[src/rtl/barrel_pkg.sv]
// Shared definitions for the barrel processor: per-thread run states and
// the default thread count reused by the PC bank and register file.
package barrel_pkg;

  localparam int NUM_THREADS_DEFAULT = 8;

  localparam int TS_W = 2;
  localparam logic [TS_W-1:0] TS_OFF  = 2'd0;
  localparam logic [TS_W-1:0] TS_RUN  = 2'd1;
  localparam logic [TS_W-1:0] TS_WAIT = 2'd2;

  // The unused encoding collapses to OFF so a corrupted entry can never issue.
  function automatic logic [TS_W-1:0] ts_norm(input logic [TS_W-1:0] s);
    return (s == TS_RUN || s == TS_WAIT) ? s : TS_OFF;
  endfunction

endpackage

[src/rtl/thread_scheduler_if.sv]
// Pipeline-facing bundle of the thread scheduler: lifecycle events in,
// issue slot and run status out.
interface thread_scheduler_if
  import barrel_pkg::*;
#(
  parameter int NUM_THREADS = NUM_THREADS_DEFAULT
);

  localparam int BITS_THREADS = $clog2(NUM_THREADS);

  logic                    stall;
  logic                    start_valid;
  logic [BITS_THREADS-1:0] start_tid;
  logic                    halt_valid;
  logic [BITS_THREADS-1:0] halt_tid;
  logic                    block_valid;
  logic [BITS_THREADS-1:0] block_tid;
  logic                    wake_valid;
  logic [BITS_THREADS-1:0] wake_tid;
  logic                    issue_valid;
  logic [BITS_THREADS-1:0] tid;
  logic [NUM_THREADS-1:0]  run_mask;
  logic                    all_off;

  modport master (
    output stall, start_valid, start_tid, halt_valid, halt_tid,
           block_valid, block_tid, wake_valid, wake_tid,
    input  issue_valid, tid, run_mask, all_off
  );

  modport slave (
    input  stall, start_valid, start_tid, halt_valid, halt_tid,
           block_valid, block_tid, wake_valid, wake_tid,
    output issue_valid, tid, run_mask, all_off
  );

endinterface

[src/rtl/rr_pick.sv]
// Rotating priority encoder: returns the first set bit of elig after ptr,
// wrapping around, so ptr itself is considered last.
module rr_pick #(
  parameter int NUM_THREADS = 8,
  localparam int BITS_THREADS = $clog2(NUM_THREADS)
) (
  input  logic [NUM_THREADS-1:0]  elig,
  input  logic [BITS_THREADS-1:0] ptr,
  output logic                    any,
  output logic [BITS_THREADS-1:0] next
);

  logic [BITS_THREADS-1:0]  base;
  logic [2*NUM_THREADS-1:0] window;

  // Shifting the doubled vector puts thread ptr+1 at bit 0; the lowest set
  // bit of the low half is the winner, offset back by base.
  always_comb begin
    base   = ptr + BITS_THREADS'(1);
    window = {elig, elig} >> base;
    any    = |elig;
    next   = ptr;
    for (int j = NUM_THREADS - 1; j >= 0; j--) begin
      if (window[j]) begin
        next = base + BITS_THREADS'(j);
      end
    end
  end

endmodule

[src/rtl/thread_scheduler.sv]
// Barrel-processor issue controller: tracks OFF/RUN/WAIT per thread and
// issues runnable threads round-robin to the PC bank select.
module thread_scheduler
  import barrel_pkg::*;
#(
  parameter int NUM_THREADS = NUM_THREADS_DEFAULT,
  parameter logic [NUM_THREADS-1:0] RESET_RUN_MASK = {{(NUM_THREADS-1){1'b0}}, 1'b1}
) (
  input logic               clk,
  input logic               rst,
  thread_scheduler_if.slave bus
);

  localparam int BITS_THREADS = $clog2(NUM_THREADS);
  typedef logic [BITS_THREADS-1:0] tid_t;

  if (NUM_THREADS < 2 || (NUM_THREADS & (NUM_THREADS - 1)) != 0) begin : g_bad_param
    $error("thread_scheduler: NUM_THREADS must be a power of two >= 2");
  end

  logic [TS_W-1:0] state_q [NUM_THREADS];
  logic [TS_W-1:0] state_d [NUM_THREADS];

  logic [NUM_THREADS-1:0] halt_hit;
  logic [NUM_THREADS-1:0] block_hit;
  logic [NUM_THREADS-1:0] wake_hit;
  logic [NUM_THREADS-1:0] start_hit;
  logic [NUM_THREADS-1:0] elig;
  logic [NUM_THREADS-1:0] run_next;
  logic [NUM_THREADS-1:0] off_now;

  logic                   issue_valid_q;
  tid_t                   tid_q;
  tid_t                   rr_ptr_q;
  logic [NUM_THREADS-1:0] run_mask_q;
  logic                   pick_any;
  tid_t                   pick_next;

  always_comb begin
    halt_hit  = bus.halt_valid  ? (NUM_THREADS'(1) << bus.halt_tid)  : '0;
    block_hit = bus.block_valid ? (NUM_THREADS'(1) << bus.block_tid) : '0;
    wake_hit  = bus.wake_valid  ? (NUM_THREADS'(1) << bus.wake_tid)  : '0;
    start_hit = bus.start_valid ? (NUM_THREADS'(1) << bus.start_tid) : '0;
  end

  // The highest-priority event aimed at a thread claims it outright, even
  // when that event is not legal from the current state.
  always_comb begin
    for (int i = 0; i < NUM_THREADS; i++) begin
      state_d[i] = ts_norm(state_q[i]);
      if (halt_hit[i]) begin
        state_d[i] = TS_OFF;
      end else if (block_hit[i]) begin
        if (ts_norm(state_q[i]) == TS_RUN) state_d[i] = TS_WAIT;
      end else if (wake_hit[i]) begin
        if (ts_norm(state_q[i]) == TS_WAIT) state_d[i] = TS_RUN;
      end else if (start_hit[i]) begin
        if (ts_norm(state_q[i]) == TS_OFF) state_d[i] = TS_RUN;
      end
      elig[i]     = (ts_norm(state_q[i]) == TS_RUN) && !halt_hit[i] && !block_hit[i];
      run_next[i] = (state_d[i] == TS_RUN);
      off_now[i]  = (ts_norm(state_q[i]) == TS_OFF);
    end
  end

  rr_pick #(
    .NUM_THREADS(NUM_THREADS)
  ) u_rr_pick (
    .elig(elig),
    .ptr (rr_ptr_q),
    .any (pick_any),
    .next(pick_next)
  );

  // Reset leaves the pointer on the last thread so thread 0 wins first.
  always_ff @(posedge clk) begin
    if (rst) begin
      for (int i = 0; i < NUM_THREADS; i++) begin
        state_q[i] <= RESET_RUN_MASK[i] ? TS_RUN : TS_OFF;
      end
      issue_valid_q <= 1'b0;
      tid_q         <= '0;
      rr_ptr_q      <= tid_t'(NUM_THREADS - 1);
      run_mask_q    <= RESET_RUN_MASK;
    end else begin
      for (int i = 0; i < NUM_THREADS; i++) begin
        state_q[i] <= state_d[i];
      end
      run_mask_q <= run_next;
      if (!bus.stall && pick_any) begin
        issue_valid_q <= 1'b1;
        tid_q         <= pick_next;
        rr_ptr_q      <= pick_next;
      end else begin
        issue_valid_q <= 1'b0;
      end
    end
  end

  assign bus.issue_valid = issue_valid_q;
  assign bus.tid         = tid_q;
  assign bus.run_mask    = run_mask_q;
  assign bus.all_off     = &off_now;

endmodule

[src/flat_wrapper.sv]
// flat-port wrapper written by rule: the top's interface ports become plain ports
module thread_scheduler_flat import barrel_pkg::*;
#(
  parameter int NUM_THREADS = NUM_THREADS_DEFAULT,
  parameter logic [NUM_THREADS-1:0] RESET_RUN_MASK = {{(NUM_THREADS-1){1'b0}}, 1'b1}
)
  (clk, rst, bus_stall, bus_start_valid, bus_start_tid, bus_halt_valid, bus_halt_tid, bus_block_valid, bus_block_tid, bus_wake_valid, bus_wake_tid, bus_issue_valid, bus_tid, bus_run_mask, bus_all_off);
  thread_scheduler_if #(.NUM_THREADS(NUM_THREADS)) bus_i ();
  input logic clk;
  input logic rst;
  input wire logic [$bits(bus_i.stall)-1:0] bus_stall;
  input wire logic [$bits(bus_i.start_valid)-1:0] bus_start_valid;
  input wire logic [$bits(bus_i.start_tid)-1:0] bus_start_tid;
  input wire logic [$bits(bus_i.halt_valid)-1:0] bus_halt_valid;
  input wire logic [$bits(bus_i.halt_tid)-1:0] bus_halt_tid;
  input wire logic [$bits(bus_i.block_valid)-1:0] bus_block_valid;
  input wire logic [$bits(bus_i.block_tid)-1:0] bus_block_tid;
  input wire logic [$bits(bus_i.wake_valid)-1:0] bus_wake_valid;
  input wire logic [$bits(bus_i.wake_tid)-1:0] bus_wake_tid;
  output wire logic [$bits(bus_i.issue_valid)-1:0] bus_issue_valid;
  output wire logic [$bits(bus_i.tid)-1:0] bus_tid;
  output wire logic [$bits(bus_i.run_mask)-1:0] bus_run_mask;
  output wire logic [$bits(bus_i.all_off)-1:0] bus_all_off;
  assign bus_i.stall = bus_stall;
  assign bus_i.start_valid = bus_start_valid;
  assign bus_i.start_tid = bus_start_tid;
  assign bus_i.halt_valid = bus_halt_valid;
  assign bus_i.halt_tid = bus_halt_tid;
  assign bus_i.block_valid = bus_block_valid;
  assign bus_i.block_tid = bus_block_tid;
  assign bus_i.wake_valid = bus_wake_valid;
  assign bus_i.wake_tid = bus_wake_tid;
  assign bus_issue_valid = bus_i.issue_valid;
  assign bus_tid = bus_i.tid;
  assign bus_run_mask = bus_i.run_mask;
  assign bus_all_off = bus_i.all_off;
  thread_scheduler #(.NUM_THREADS(NUM_THREADS), .RESET_RUN_MASK(RESET_RUN_MASK)) u_core (.clk(clk), .rst(rst), .bus(bus_i));
endmodule
[config.mk]
export PLATFORM = sky130hd
export DESIGN_NAME = thread_scheduler_flat
export DESIGN_NICKNAME = d
export VERILOG_FILES = /design/src/rtl/barrel_pkg.sv /design/src/rtl/thread_scheduler_if.sv /design/src/rtl/rr_pick.sv /design/src/rtl/thread_scheduler.sv /design/src/flat_wrapper.sv
export SDC_FILE = /design/constraint.sdc
export NUM_CORES = 1
export LEC_CHECK = 0
export CAP_MARGIN = 20
export CORE_MARGIN = 1.5
export CORE_UTILIZATION = 52
export CTS_CLUSTER_SIZE = 12
export DETAILED_ROUTE_END_ITERATION = 8
export PLACE_DENSITY_LB_ADDON = 0.3
export SETUP_SLACK_MARGIN = 0.15
export SYNTH_ARGS = -nofsm -noshare
export SYNTH_HDL_FRONTEND = slang
export SYNTH_SLANG_ARGS = --single-unit
[constraint.sdc]
create_clock -name clk -period 2.9 [get_ports clk]
set_clock_uncertainty 0.05 [all_clocks]
set_input_delay 0.58 -clock clk [delete_from_list [all_inputs] [get_ports clk]]
set_output_delay 0.58 -clock clk [all_outputs]
set_load 0.01 [all_outputs]
==> run_1/layer_met1.png <==
Bar = 20 um.
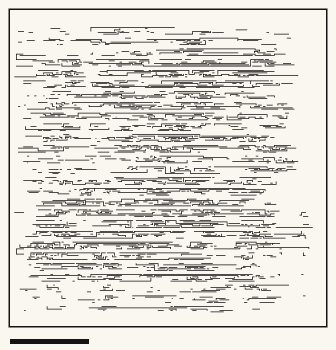
wire length on this layer: 4010 um
share of all routed wire: 41%

==> run_1/layer_met2.png <==
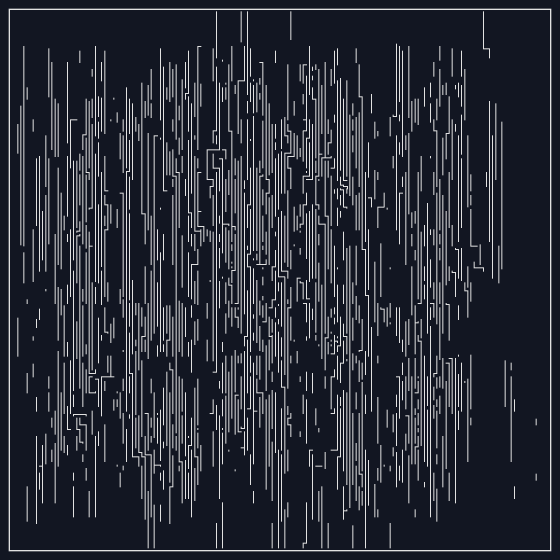
nets with wire on the layer: 461
longest straight run: 38.8 um
share of all routed wire: 47%
wire length on this layer: 4650 um
main direction: vertical

==> run_1/layer_met3.png <==
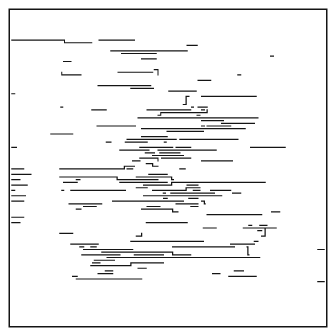
nets with wire on the layer: 99
wire length on this layer: 913 um

==> run_results.csv, run 1 <==
group,metric,value,unit
yosys,edf_count,0,
sta,relSlewSlack,68.2,%
setup_path,start_kind,"flop",
routing,drtAntennaViolNets,0,
clock_network,clock_latency,0.29,ns
yosys,yosys.area.top_type,"dfxtp_1",
yosys,async_flop_share,0,%
job,maxCapViolCount,0,
yosys,mux_area_share,7.42,%
global_routing,overflow,0,
power,p_leak,1.71,nW
layout,antenna_cells,0,
yosys,synth_top_area_share,20.1,%
clock_network,clkTransAtPathRegs,0.07,ns
power,p_clk_share,11.0,%
power,ir_drop,0.772,mV
power,power_combinational,2.36,mW
die,std_cell_rows,27,
yosys,syn-instance-count,402,
yosys,adder_share,10.5,%
yosys,synthDistinctLibCells,58,
setup_path,cp_slowest_cell,"mux4_2",
die,dieArea,6400,sq um
power,p_sw,1.43,mW
layout,drive_above_1_share,26.6,%
power,switching_share,44.2,%
sta,hold_viol,0,
sta,min_period,2.67,ns
yosys,postSynthSeqShare,20.1,%
yosys,xor_area_share,1.66,%
die,fp_util,55.0,%
yosys,aoi_share,22.5,%
setup_path,rrSetupSlack,0.23,ns
power,p_seq_share,16.2,%
sta,fin_crit_sh,92.2,%
clock_network,clk_path_buf_depth,2,
global_routing,grt.total_usage,31.5,%
setup_path,worstPathArrival,2.84,ns
routing,vias,3652,
layout,lay_top_count,"buf_4",
routing,drt_pass1_iterations,8,
power,intPower,1.81,mW
layout,logic_area,2450,sq um
placement,routabilityCongestion,0.928,
run_status,status,"finished, final reports clean",
power,power_density,764,nW/um^2
layout,mostFrequentLayoutCells,"buf_4, nand2_1, dfxtp_1",
clock_network,cts-resized-gates,23,
clock_network,cts_tree,"built",
die,boundaryPins,32,
job,warnings,44,
yosys,synth.avg_cell_area,7.68,sq um
yosys,netlist_area,3090,sq um
setup_path,critical_path_class,"flop to flop",
layout,postLayoutCoreUtil,75.6,%
clock_network,cts_buffers,5,
global_routing,grt_pass1_wl,15.4,mm
yosys,area_leaders,"dfxtp_1, ha_1, nand2_1",
placement,portBuffers,31,
global_routing,grt_pass1_vias,3221,
layout,final_area,4240,sq um
global_routing,grt_max_degree,23,
yosys,yosys_cells,402,
power,pg_seq,525,uW
layout,fin_nets,542,
-- run 1: sequential cells by signal (all words and copies together) (netlist names) --
signal                  cells
u_core.state_q             16
u_core.bus.run_mask         8
u_core.bus.tid              3
u_core.rr_ptr_q             3
u_core.bus.issue_valid      1
-- run 1: area by class of cell --
class	count	area share [%]
Clock inverter	1	0.118
Clock buffer	6	1.95
Inverter	23	2.13
Timing Repair Buffer	109	21.2
Tap cell	72	2.13
Multi-Input combinational cell	327	57.8
Sequential cell	31	14.7
-- run 1: final timing paths --
check / startpoint / to / cells after the start
worst min register to register: u_core.bus.tid[2] / u_core.bus.tid[2] / 2
worst min-delay path: u_core.bus.tid[2] / u_core.bus.tid[2] / 2
worst max-delay path: u_core.rr_ptr_q[1] / u_core.bus.tid[0] / 12
worst max register to register: u_core.rr_ptr_q[1] / u_core.bus.tid[0] / 12
-- run 1: per-stage QoR --
stage,worst slack [ns],TNS (ns),hold slack [ns],power (mW),instances
2_1_floorplan,0.0696,0,0.439,1.79,402
5_1_grt,0.134,0,0.471,3.41,569
4_1_cts,0.165,0,0.454,2.92,563
3_5_place_dp,-0.494,-2.54,0.443,2.46,550
3_3_place_gp,-0.448,-2.28,0.407,2.46,550
6_report,0.226,0,0.468,3.24,569
-- run 1: worst reg2reg max path, stage by stage, from the launching register on --
cell and delay (ns):
dfxtp_2 0.39, ha_4 0.16, buf_4 0.13, xor2_2 0.18
buf_12 0.15, buf_6 0.14, mux4_2 0.59, nor2_2 0.13
nor3_2 0.06, o31ai_2 0.18, buf_4 0.17, xnor2_2 0.06
a211oi_2 0.20
-- run 1: routing by layer --
metal	track usage [%]	part of all wire, %	vias to the layer above
li1	-	-	1702
met1	39.7	41	1679
met2	53.0	47	237
met3	5.49	9.2	34
met4	12.4	3.3	0
met5	0	0	-
==> run_1/congestion.png <==
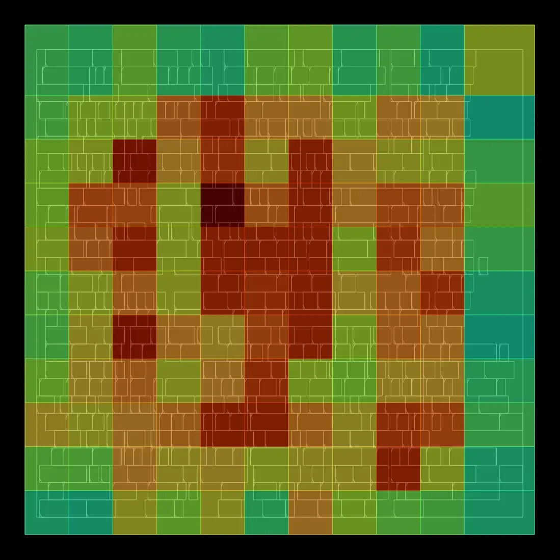

==> run 1 -> run 2 <==
--- a/config.mk
+++ b/config.mk
@@ -11,7 +11,7 @@
 export CTS_CLUSTER_SIZE = 12
 export DETAILED_ROUTE_END_ITERATION = 8
 export PLACE_DENSITY_LB_ADDON = 0.3
-export SETUP_SLACK_MARGIN = 0.15
+export SETUP_SLACK_MARGIN = 0.2
 export SYNTH_ARGS = -nofsm -noshare
 export SYNTH_HDL_FRONTEND = slang
 export SYNTH_SLANG_ARGS = --single-unit
==> run_2/congestion.png <==
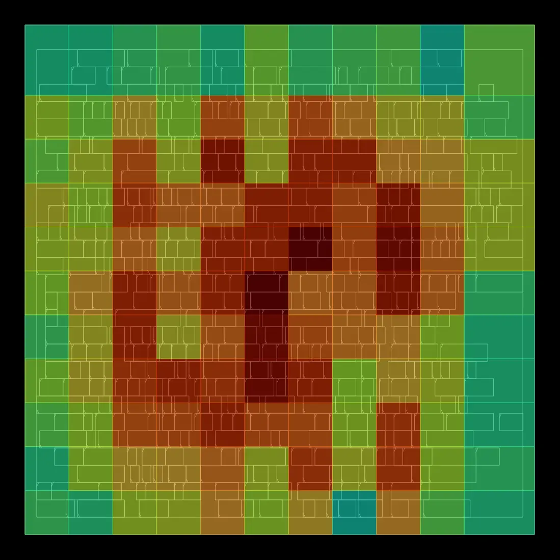
final design utilization: 76.2%
Total GRT Usage: 33.8%
GRT Max-Usage Layer: met2

==> run_2/layer_met1.png <==
Bar = 20 um.
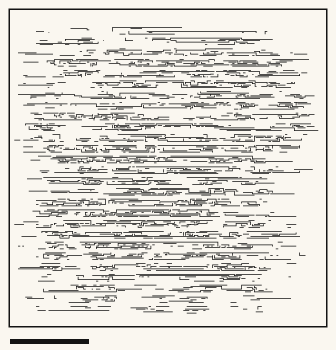
longest straight run: 35.0 um
share of all routed wire: 39%
nets with wire on the layer: 489

==> run_2/layer_met2.png <==
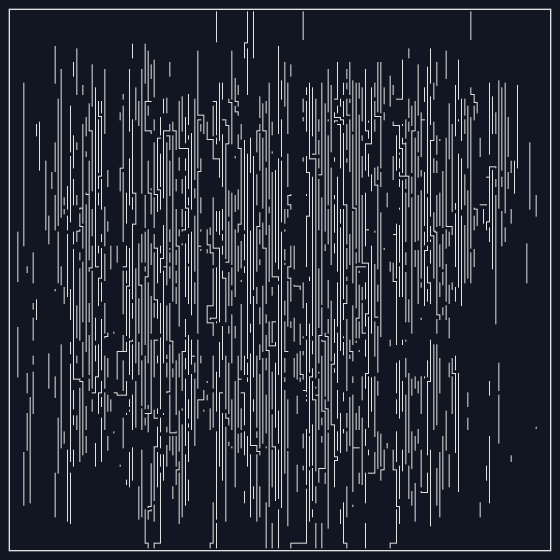
longest straight run: 40.8 um
main direction: vertical

==> run 2 against run 1 <==
Compared with the run above:
- first-iteration DRC count shrank 25%
- highest routed layer unchanged
- utilization grew 0.60 points
- clock power grew 9.0%
- largest cell class unchanged
- combinational power is essentially flat
- critical endpoint is now u_core.rr_ptr_q[2]
- sequential share of layout area shrank 0.058 points
- synthesized area is the same
==> run_results.csv, run 2 <==
group,metric,value,unit
clock_network,cts_num_sinks,31,
global_routing,grt_max_degree,21,
job,warnings,45,
sta,worst_pin_slew,0.536,ns
die,placeableCoreArea,5610,sq um
yosys,yosys_most_used_dff,"dfxtp_1",
routing,drcViolationCount,0,
clock_network,clkTransAtPathRegs,0.07,ns
routing,m1WireLength,4.11,mm
routing,wire_per_inst,18.5,um
routing,wl_met3,990,um
clock_network,clk_path_buf_depth,2,
setup_path,reg2regPathDepth,10,
setup_path,critPathCaptureType,"flop",
yosys,synth_top_area_share,20.1,%
yosys,synthTopCellsByCount,"nand2_1, dfxtp_1, o21ai_0, ha_1, nor2_1",
sta,relSlewSlack,63.4,%
placement,routabilityCongestion,1.01,
yosys,synthDistinctLibCells,58,
die,fp_util,55.0,%
clock_network,htree_levels,2,
setup_path,startpoint,"bus_halt_tid[0]",
routing,vias_per_cell,6.59,
layout,antenna_cells,0,
routing,dr.max_layer_used,"met4",
placement,place_hpwl,7.58,mm
global_routing,overflow,0,
routing,vias,3730,
clock_network,cts_buffers,5,
min_path,hold_class,"flop to flop",
global_routing,grt_pass1_wl,16.6,mm
die,boundaryPins,32,
sta,final.setup.tns,0,ns
layout,lay_top_count,"buf_4",
routing,drtAntennaViolNets,0,
setup_path,cp_max_fo,8,
sta,fmax,379,MHz
routing,drt_iter0_markers,433,
routing,route.met2.wl,4.84,mm
clock_network,ctsRootBufferMaster,"clkbuf_8",
sta,final_max_slew_viol_count,0,
yosys,netlist_area,3090,sq um
layout,fin_nets,538,
die,dieArea,6400,sq um
power,power,3.29,mW
run_status,status,"finished, final reports clean",
power,ir_drop,0.924,mV
layout,largest_register_ffs,16,
layout,regMostFlops,"u_core.state_q",
die,die_w,80.0,um
setup_path,crit_path_end,"u_core.rr_ptr_q[2]",
yosys,synth_nets,447,
yosys,yosys.area.top_type,"dfxtp_1",
setup_path,r2r_start,"u_core.rr_ptr_q[0]",
yosys,ys.flops,31,
setup_path,cp.required,3.01,ns
layout,mostFrequentLayoutCells,"buf_4, nand2_1, dfxtp_1",
sta,rsz0062_at_grt,"no",
placement,portBuffers,31,
layout,fillers,416,
die,die_h,80.0,um
yosys,synth.avg_cell_area,7.68,sq um
sta,min_period,2.64,ns
placement,placed_cell_area,3890,sq um
setup_path,rrSetupSlack,0.29,ns
min_path,hold_start,"u_core.bus.tid[2]",
yosys,edf_count,0,
clock_network,cts_tree,"built",
setup_path,start_kind,"primary input",
job,maxCapViolCount,0,
routing,drt_pass1_iterations,5,
yosys,syn-instance-count,402,
global_routing,grt_antenna_before_repair,0,
yosys,ys_area,3090,sq um
yosys,async_flop_share,0,%
min_path,min_to,"u_core.bus.tid[2]",
setup_path,r2r-end,"u_core.rr_ptr_q[2]",
layout,final_area,4270,sq um
yosys,area_leaders,"dfxtp_1, ha_1, nand2_1",
setup_path,critical_path_class,"primary input to flop",
clock_network,clock_latency,0.28,ns
layout,drive_above_1_share,27.5,%
yosys,yosys_cells,402,
layout,synthToLayoutAreaGrowth,38.5,%
setup_path,worstPathArrival,2.75,ns
routing,wl,10.5,mm
power,p_leak,1.70,nW
sta,hold_viol,0,
sta,fin_crit_sh,90.9,%
sta,setup_viol,0,
global_routing,grt_pass1_vias,3487,
min_path,holdPathStages,2,
die,std_cell_rows,27,
yosys,top_cell,"nand2_1",
power,power_density,769,nW/um^2
yosys,postSynthSeqShare,20.1,%
==> run 2: repair_timing <==
action | 4_1_cts | 5_1_grt
hold buffers | 0 | 0
resized | 38 | 33
setup endpoints to repair | 6 | 6
setup buffers | 3 | 9
pin swaps | 12 | 21
==> run 2: area by class of cell <==
class,count,area [sq um],share of cell area [%]
clock buffer,8,100,2.34
inverter,23,86.3,2.02
tap,72,90.1,2.11
timing repair buffer,105,860,20.1
sequential,31,626,14.6
multi-input combinational,327,2510,58.8
==> run 2: per-layer routing <==
metal / vias to the layer above / track usage (%)
met5: - / 0
met4: 0 / 19.5
met3: 63 / 6.06
met2: 248 / 55.3
met1: 1719 / 41.1
li1: 1700 / -
==> run 2: logic make-up (layout without fill, tap and decap cells) <==
group	after synthesis	in the layout	share of synthesized area (%)
AOI/OAI and AO/OA	102	102	22.5
xor gates and xnor gates	5	5	1.66
adders and majority gates	26	26	10.5
buffers and inverters	44	136	6.20
DFF	31	31	20.1
muxes	15	15	7.42
and+or+nand+nor	179	179	31.5
==> run 2: critical path, stage by stage <==
cell and delay (ns):
clkbuf_2 0.09, buf_4 0.15, nand4b_1 0.36, nand4_1 0.25, nand2_2 0.09, mux4_2 0.52, a2111oi_4 0.28, o21ai_1 0.12
a31oi_2 0.21, o21ai_1 0.09
==> run 2: report_power, final <==
group          switching, mW  internal [mW]
logic                   1.23           1.13
clock network          0.172          0.217
registers             0.0575          0.483
==> run 2: through the flow <==
step                      hold WS (ns)  setup slack [ns]  cells
after global routing             0.497             0.167    566
after CTS                        0.462             0.195    557
final                            0.479             0.263    566
after detailed placement         0.449            -0.435    546
after global placement           0.449            -0.355    546
after floorplan                  0.439            0.0696    402
Power is estimated from default activity; no workload was simulated.
